`src/rtl/hazard_scoreboard_unit.sv`:
```
// Hazard/forwarding unit for the 5-stage core with a long-latency (LL) pending scoreboard.
// Per-operand forward/hazard detection lives in hsu_operand; the top owns scoreboard, counters and watchdog.

module hsu_operand #(
  parameter int AW = 5
) (
  input  logic [AW-1:0] id_rs_i,
  input  logic          id_use_i,
  input  logic          id_branch_i,
  input  logic [AW-1:0] ex_rs_i,
  input  logic [AW-1:0] ex_rd_i,
  input  logic          ex_regwrite_i,
  input  logic [AW-1:0] mem_rd_i,
  input  logic          mem_regwrite_i,
  input  logic          mem_load_i,
  input  logic [AW-1:0] wb_rd_i,
  input  logic          wb_regwrite_i,
  input  logic          ll_done_i,
  input  logic [AW-1:0] ll_rd_i,
  input  logic          pend_i,
  output logic [1:0]    fwd_ex_o,
  output logic [1:0]    fwd_id_o,
  output logic          ex_hit_o,
  output logic          mem_hit_o,
  output logic          raw_ll_o
);
  function automatic logic hit(input logic [AW-1:0] rd, input logic wr, input logic [AW-1:0] rs);
    return wr && (rd != '0) && (rd == rs);
  endfunction

  logic mem_x, wb_x, ll_x;
  logic ex_m, mem_m, wb_m, ll_m;

  assign mem_x = hit(mem_rd_i, mem_regwrite_i, ex_rs_i);
  assign wb_x  = hit(wb_rd_i, wb_regwrite_i, ex_rs_i);
  assign ll_x  = hit(ll_rd_i, ll_done_i, ex_rs_i);

  assign ex_m  = id_use_i & hit(ex_rd_i, ex_regwrite_i, id_rs_i);
  assign mem_m = id_use_i & hit(mem_rd_i, mem_regwrite_i, id_rs_i);
  assign wb_m  = id_use_i & hit(wb_rd_i, wb_regwrite_i, id_rs_i);
  assign ll_m  = id_use_i & hit(ll_rd_i, ll_done_i, id_rs_i);

  always_comb begin
    fwd_ex_o = 2'b00;
    if (mem_x)     fwd_ex_o = 2'b01;
    else if (wb_x) fwd_ex_o = 2'b10;
    else if (ll_x) fwd_ex_o = 2'b11;
  end

  // A load result in EX/MEM is not available yet for a branch resolved in ID.
  always_comb begin
    fwd_id_o = 2'b00;
    if (id_branch_i) begin
      if (mem_m && !mem_load_i) fwd_id_o = 2'b01;
      else if (wb_m)            fwd_id_o = 2'b10;
      else if (ll_m)            fwd_id_o = 2'b11;
    end else if (ll_m) begin
      fwd_id_o = 2'b11;
    end
  end

  assign ex_hit_o  = ex_m;
  assign mem_hit_o = mem_m;
  assign raw_ll_o  = id_use_i & pend_i & ~ll_m;
endmodule

module hazard_scoreboard_unit #(
  parameter int REGS    = 32,
  parameter int AW      = 5,
  parameter int MAX_LL  = 4,
  parameter int CNT_W   = 16,
  parameter int TIMEOUT = 64
) (
  input  logic             clk_i,
  input  logic             rst_i,
  input  logic             id_valid_i,
  input  logic [AW-1:0]    id_rs1_i,
  input  logic [AW-1:0]    id_rs2_i,
  input  logic             id_use1_i,
  input  logic             id_use2_i,
  input  logic [AW-1:0]    id_rd_i,
  input  logic             id_regwrite_i,
  input  logic             id_ll_i,
  input  logic             id_branch_i,
  input  logic             flush_i,
  input  logic [AW-1:0]    ex_rs1_i,
  input  logic [AW-1:0]    ex_rs2_i,
  input  logic [AW-1:0]    ex_rd_i,
  input  logic             ex_regwrite_i,
  input  logic             ex_load_i,
  input  logic [AW-1:0]    mem_rd_i,
  input  logic             mem_regwrite_i,
  input  logic             mem_load_i,
  input  logic [AW-1:0]    wb_rd_i,
  input  logic             wb_regwrite_i,
  input  logic             ll_done_i,
  input  logic [AW-1:0]    ll_rd_i,
  output logic [1:0]       fwd_ex1_o,
  output logic [1:0]       fwd_ex2_o,
  output logic [1:0]       fwd_id1_o,
  output logic [1:0]       fwd_id2_o,
  output logic             stall_o,
  output logic             bubble_o,
  output logic             ll_busy_o,
  output logic [CNT_W-1:0] stall_cycles_o,
  output logic             ll_timeout_o
);
  localparam int OW = $clog2(MAX_LL + 1);
  localparam int WW = $clog2(TIMEOUT + 1);

  logic [REGS-1:0]  pend_q, pend_d;
  logic [OW-1:0]    outst_q, outst_d;
  logic [CNT_W-1:0] cnt_q, cnt_d;
  logic [WW-1:0]    wd_q, wd_d;
  logic             to_q, to_d;

  logic [1:0][AW-1:0] id_rs, ex_rs;
  logic [1:0]         id_use, pend, ex_hit, mem_hit, raw_ll;
  logic [1:0][1:0]    fwd_ex, fwd_id;

  assign id_rs  = {id_rs2_i, id_rs1_i};
  assign ex_rs  = {ex_rs2_i, ex_rs1_i};
  assign id_use = {id_use2_i, id_use1_i};
  assign pend   = {pend_q[id_rs2_i], pend_q[id_rs1_i]};

  for (genvar g = 0; g < 2; g++) begin : g_op
    hsu_operand #(.AW(AW)) u_op (
      .id_rs_i       (id_rs[g]),
      .id_use_i      (id_use[g]),
      .id_branch_i   (id_branch_i),
      .ex_rs_i       (ex_rs[g]),
      .ex_rd_i       (ex_rd_i),
      .ex_regwrite_i (ex_regwrite_i),
      .mem_rd_i      (mem_rd_i),
      .mem_regwrite_i(mem_regwrite_i),
      .mem_load_i    (mem_load_i),
      .wb_rd_i       (wb_rd_i),
      .wb_regwrite_i (wb_regwrite_i),
      .ll_done_i     (ll_done_i),
      .ll_rd_i       (ll_rd_i),
      .pend_i        (pend[g]),
      .fwd_ex_o      (fwd_ex[g]),
      .fwd_id_o      (fwd_id[g]),
      .ex_hit_o      (ex_hit[g]),
      .mem_hit_o     (mem_hit[g]),
      .raw_ll_o      (raw_ll[g])
    );
  end

  // A completion only counts when it retires something actually in flight.
  logic ll_eff, ll_inc, act, load_use, br_alu, br_ld, struct_h, waw, llc, other, stall, issue;

  assign ll_eff   = ll_done_i & (outst_q != '0) & pend_q[ll_rd_i];
  assign act      = id_valid_i & ~flush_i;
  assign load_use = ex_load_i & |ex_hit;
  assign br_alu   = id_branch_i & |ex_hit;
  assign br_ld    = id_branch_i & mem_load_i & |mem_hit;
  assign struct_h = id_ll_i & (outst_q == OW'(MAX_LL)) & ~ll_eff;
  assign waw      = id_regwrite_i & pend_q[id_rd_i] & ~(ll_done_i & (ll_rd_i == id_rd_i));
  assign llc      = |raw_ll | waw;
  assign other    = load_use | br_alu | br_ld | struct_h;
  assign stall    = act & (other | llc);
  assign issue    = act & ~stall;
  assign ll_inc   = issue & id_ll_i & (id_rd_i != '0);

  always_comb begin
    pend_d = pend_q;
    if (ll_eff) pend_d[ll_rd_i] = 1'b0;
    if (ll_inc) pend_d[id_rd_i] = 1'b1;
    pend_d[0] = 1'b0;

    outst_d = outst_q;
    case ({ll_inc, ll_eff})
      2'b10:   outst_d = outst_q + OW'(1);
      2'b01:   outst_d = outst_q - OW'(1);
      default: outst_d = outst_q;
    endcase

    cnt_d = cnt_q;
    if (stall && (cnt_q != '1)) cnt_d = cnt_q + CNT_W'(1);

    wd_d = '0;
    if (act && llc && !other) wd_d = (wd_q == WW'(TIMEOUT)) ? wd_q : wd_q + WW'(1);
    to_d = to_q | (wd_d == WW'(TIMEOUT));
  end

  always_ff @(posedge clk_i or posedge rst_i) begin
    if (rst_i) begin
      pend_q  <= '0;
      outst_q <= '0;
      cnt_q   <= '0;
      wd_q    <= '0;
      to_q    <= 1'b0;
    end else begin
      pend_q  <= pend_d;
      outst_q <= outst_d;
      cnt_q   <= cnt_d;
      wd_q    <= wd_d;
      to_q    <= to_d;
    end
  end

  // Combinational outputs are held low while reset is asserted.
  assign fwd_ex1_o      = rst_i ? 2'b00 : fwd_ex[0];
  assign fwd_ex2_o      = rst_i ? 2'b00 : fwd_ex[1];
  assign fwd_id1_o      = rst_i ? 2'b00 : fwd_id[0];
  assign fwd_id2_o      = rst_i ? 2'b00 : fwd_id[1];
  assign stall_o        = ~rst_i & stall;
  assign bubble_o       = ~rst_i & (stall | flush_i);
  assign ll_busy_o      = (outst_q != '0);
  assign stall_cycles_o = cnt_q;
  assign ll_timeout_o   = to_q;
endmodule

```
`config.mk`:
```
export PLATFORM = sky130hd
export DESIGN_NAME = hazard_scoreboard_unit
export DESIGN_NICKNAME = d
export VERILOG_FILES = /design/src/rtl/hazard_scoreboard_unit.sv
export SDC_FILE = /design/constraint.sdc
export NUM_CORES = 1
export LEC_CHECK = 0
export CAP_MARGIN = 0
export CORE_AREA = 10 10 172 94
export CTS_BUF_LIST = sky130_fd_sc_hd__clkbuf_4 sky130_fd_sc_hd__clkbuf_8 sky130_fd_sc_hd__clkbuf_16
export DETAILED_ROUTE_END_ITERATION = 10
export DIE_AREA = 0 0 182 104
export GPL_TIMING_DRIVEN = 0
export SYNTH_ARGS = -nofsm -noshare
export SYNTH_HDL_FRONTEND = slang
export SYNTH_SLANG_ARGS = --single-unit
```
`constraint.sdc`:
```
create_clock -name clk_i -period 3.34 [get_ports clk_i]
set_input_delay 0.668 -clock clk_i [delete_from_list [all_inputs] [get_ports clk_i]]
set_output_delay 0.668 -clock clk_i [all_outputs]
set_load 0.01 [all_outputs]
```
**Selected gate families**

Scale: 3 px per µm.
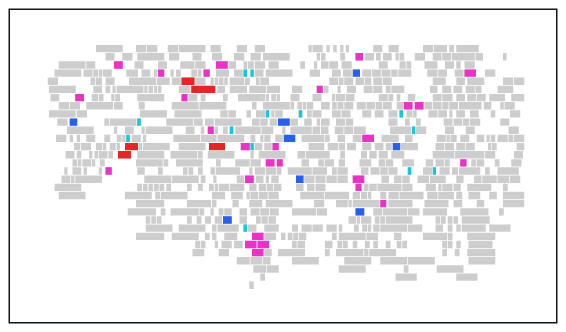
AND and OR gates: marked magenta, cells 27. AND-OR and OR-AND gates: marked blue, cells 8. adder and majority cells: marked red, cells 5. inverters: marked cyan, cells 13.
post-route non-filler standard cell count: 869
highest-count logic cell in the final layout: o21ai_0
multi-input combinational area share: 0.522

**Zoomed window**

Window x 76 to 106, y 37 to 67 µm. Cells in grey, sequential cells in the stronger grey; small squares are vias.
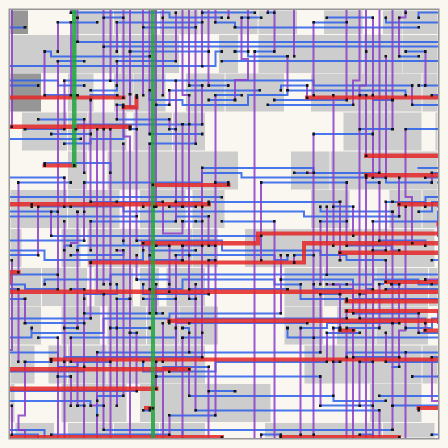
met4: marked green. met1: marked blue. met3: marked red. met2: marked purple.
Sequential cells in the window: 0. 66 logic cells have their middle in the window. Most frequent: buf_4 (15), mux2i_1 (7), nor2_1 (4).

**Cell placement**

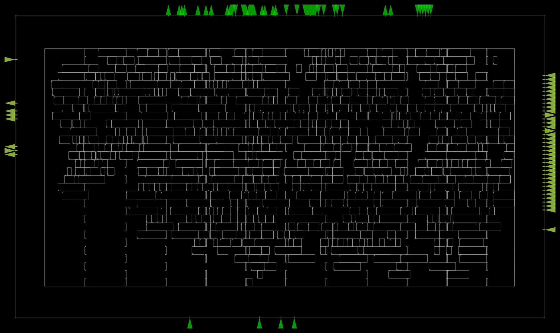
core region area: 13200 µm²
filler cell count: 1198

**Wire density map**

Scale: 2 px per µm. The die is cut into 36 by 21 equal tiles; dark purple is low, yellow is high, scaled to the fullest tile. Values are wire area over tile area, all layers added.
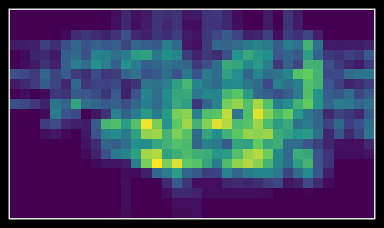
28% of the tiles are nearly empty. The densest ninth of the die: middle. The emptiest ninth of the die: bottom left. The mean over all tiles is 0.17. 17% of the tiles are over half the peak. The fullest tile reaches 0.70.

==> flow_metrics.py <==
# Synthesis and PnR figures
metrics = {
    "status": {
        "status": "finished with violations",
        "violations": "setup timing",
    },
    "setup_path": {
        "timing.critical_path.cells": "buf_12 -> buf_12 -> mux2i_1 -> mux4_2 -> nand2_2 -> o211ai_2 -> a211oi_4 -> nor3_4 -> nand2b_4 -> a21oi_2 -> buf_2",
        "critPathCaptureType": "primary output",
        "worst_setup_path_start_kind": "input pin",
    },
    "synthesis": {
        "synth.avg_cell_area_um2": 9.08,
        "fraction_of_synthesized_cell_area_in_xor_and_xnor_cells": 0.173,
        "syn-instance-count": 567,
        "top_cells_by_area": "dfrtp_1 28%, xnor2_1 9.5%, xor2_1 7.5%, mux2i_1 6.0%, o21ai_0 5.9%",
        "ys_area_um2": 5150,
        "post_synth_and_or_nand_nor_area_fraction": 0.199,
    },
    "finish": {
        "finish.instance_area_um2": 7090,
        "fin_nets": 753,
        "buffer_area_frac": 0.194,
        "seqCellArea_um2": 1460,
        "drive_gt1_frac": 0.277,
        "syn_to_final_growth_pct": 37.7,
    },
    "place": {
        "detailedPlacementHpwl_mm": 14.2,
        "placed_cells_incl_taps": 809,
        "pre_cts_slack_ps": -1420,
    },
    "final_timing": {
        "worstMarginPinSlew_ps": 734,
        "post-route-worst-setup-slack_ps": -2.78,
        "timing.final.max_slew_violations": 0,
        "setup_violations": 1,
    },
    "global_route": {
        "grt_pass1_vias": 4954,
    },
    "power_and_ir_drop": {
        "internal_power_mw": 1.80,
        "power_density_nw_per_um2": 390,
        "dominant_power_group": "sequential cells",
    },
    "floorplan": {
        "die_footprint_um2": 18900,
    },
    "cts": {
        "clock_path_buffers": 2,
        "clk_sink_count": 58,
    },
    "route": {
        "final_wl_mm": 19.5,
    },
}
## routing by layer
metal  GRT usage  up-vias  routed length, µm
met2       0.262      284               7800
li1            -     2291                  -
met5           0        -                  0
met4      0.0277        0                132
met1       0.296     2517               9320
met3      0.0622       14               2230
## worst paths after layout
| check | depth (start not counted) | to | from | slack, ps |
|---|---|---|---|---|
| worst min register to register | 1 | ll_timeout_o | ll_timeout_o | 460 |
| worst min-delay path | 1 | ll_timeout_o | ll_timeout_o | 460 |
| min in group asynchronous | 3 | pend_q[21] | rst_i | 1020 |
| worst max register to register | 11 | outst_q[1] | pend_q[27] | 60 |
| worst max-delay path | 11 | bubble_o | id_rs2_i[1] | -3 |
| max in group asynchronous | 4 | pend_q[27] | rst_i | 1740 |
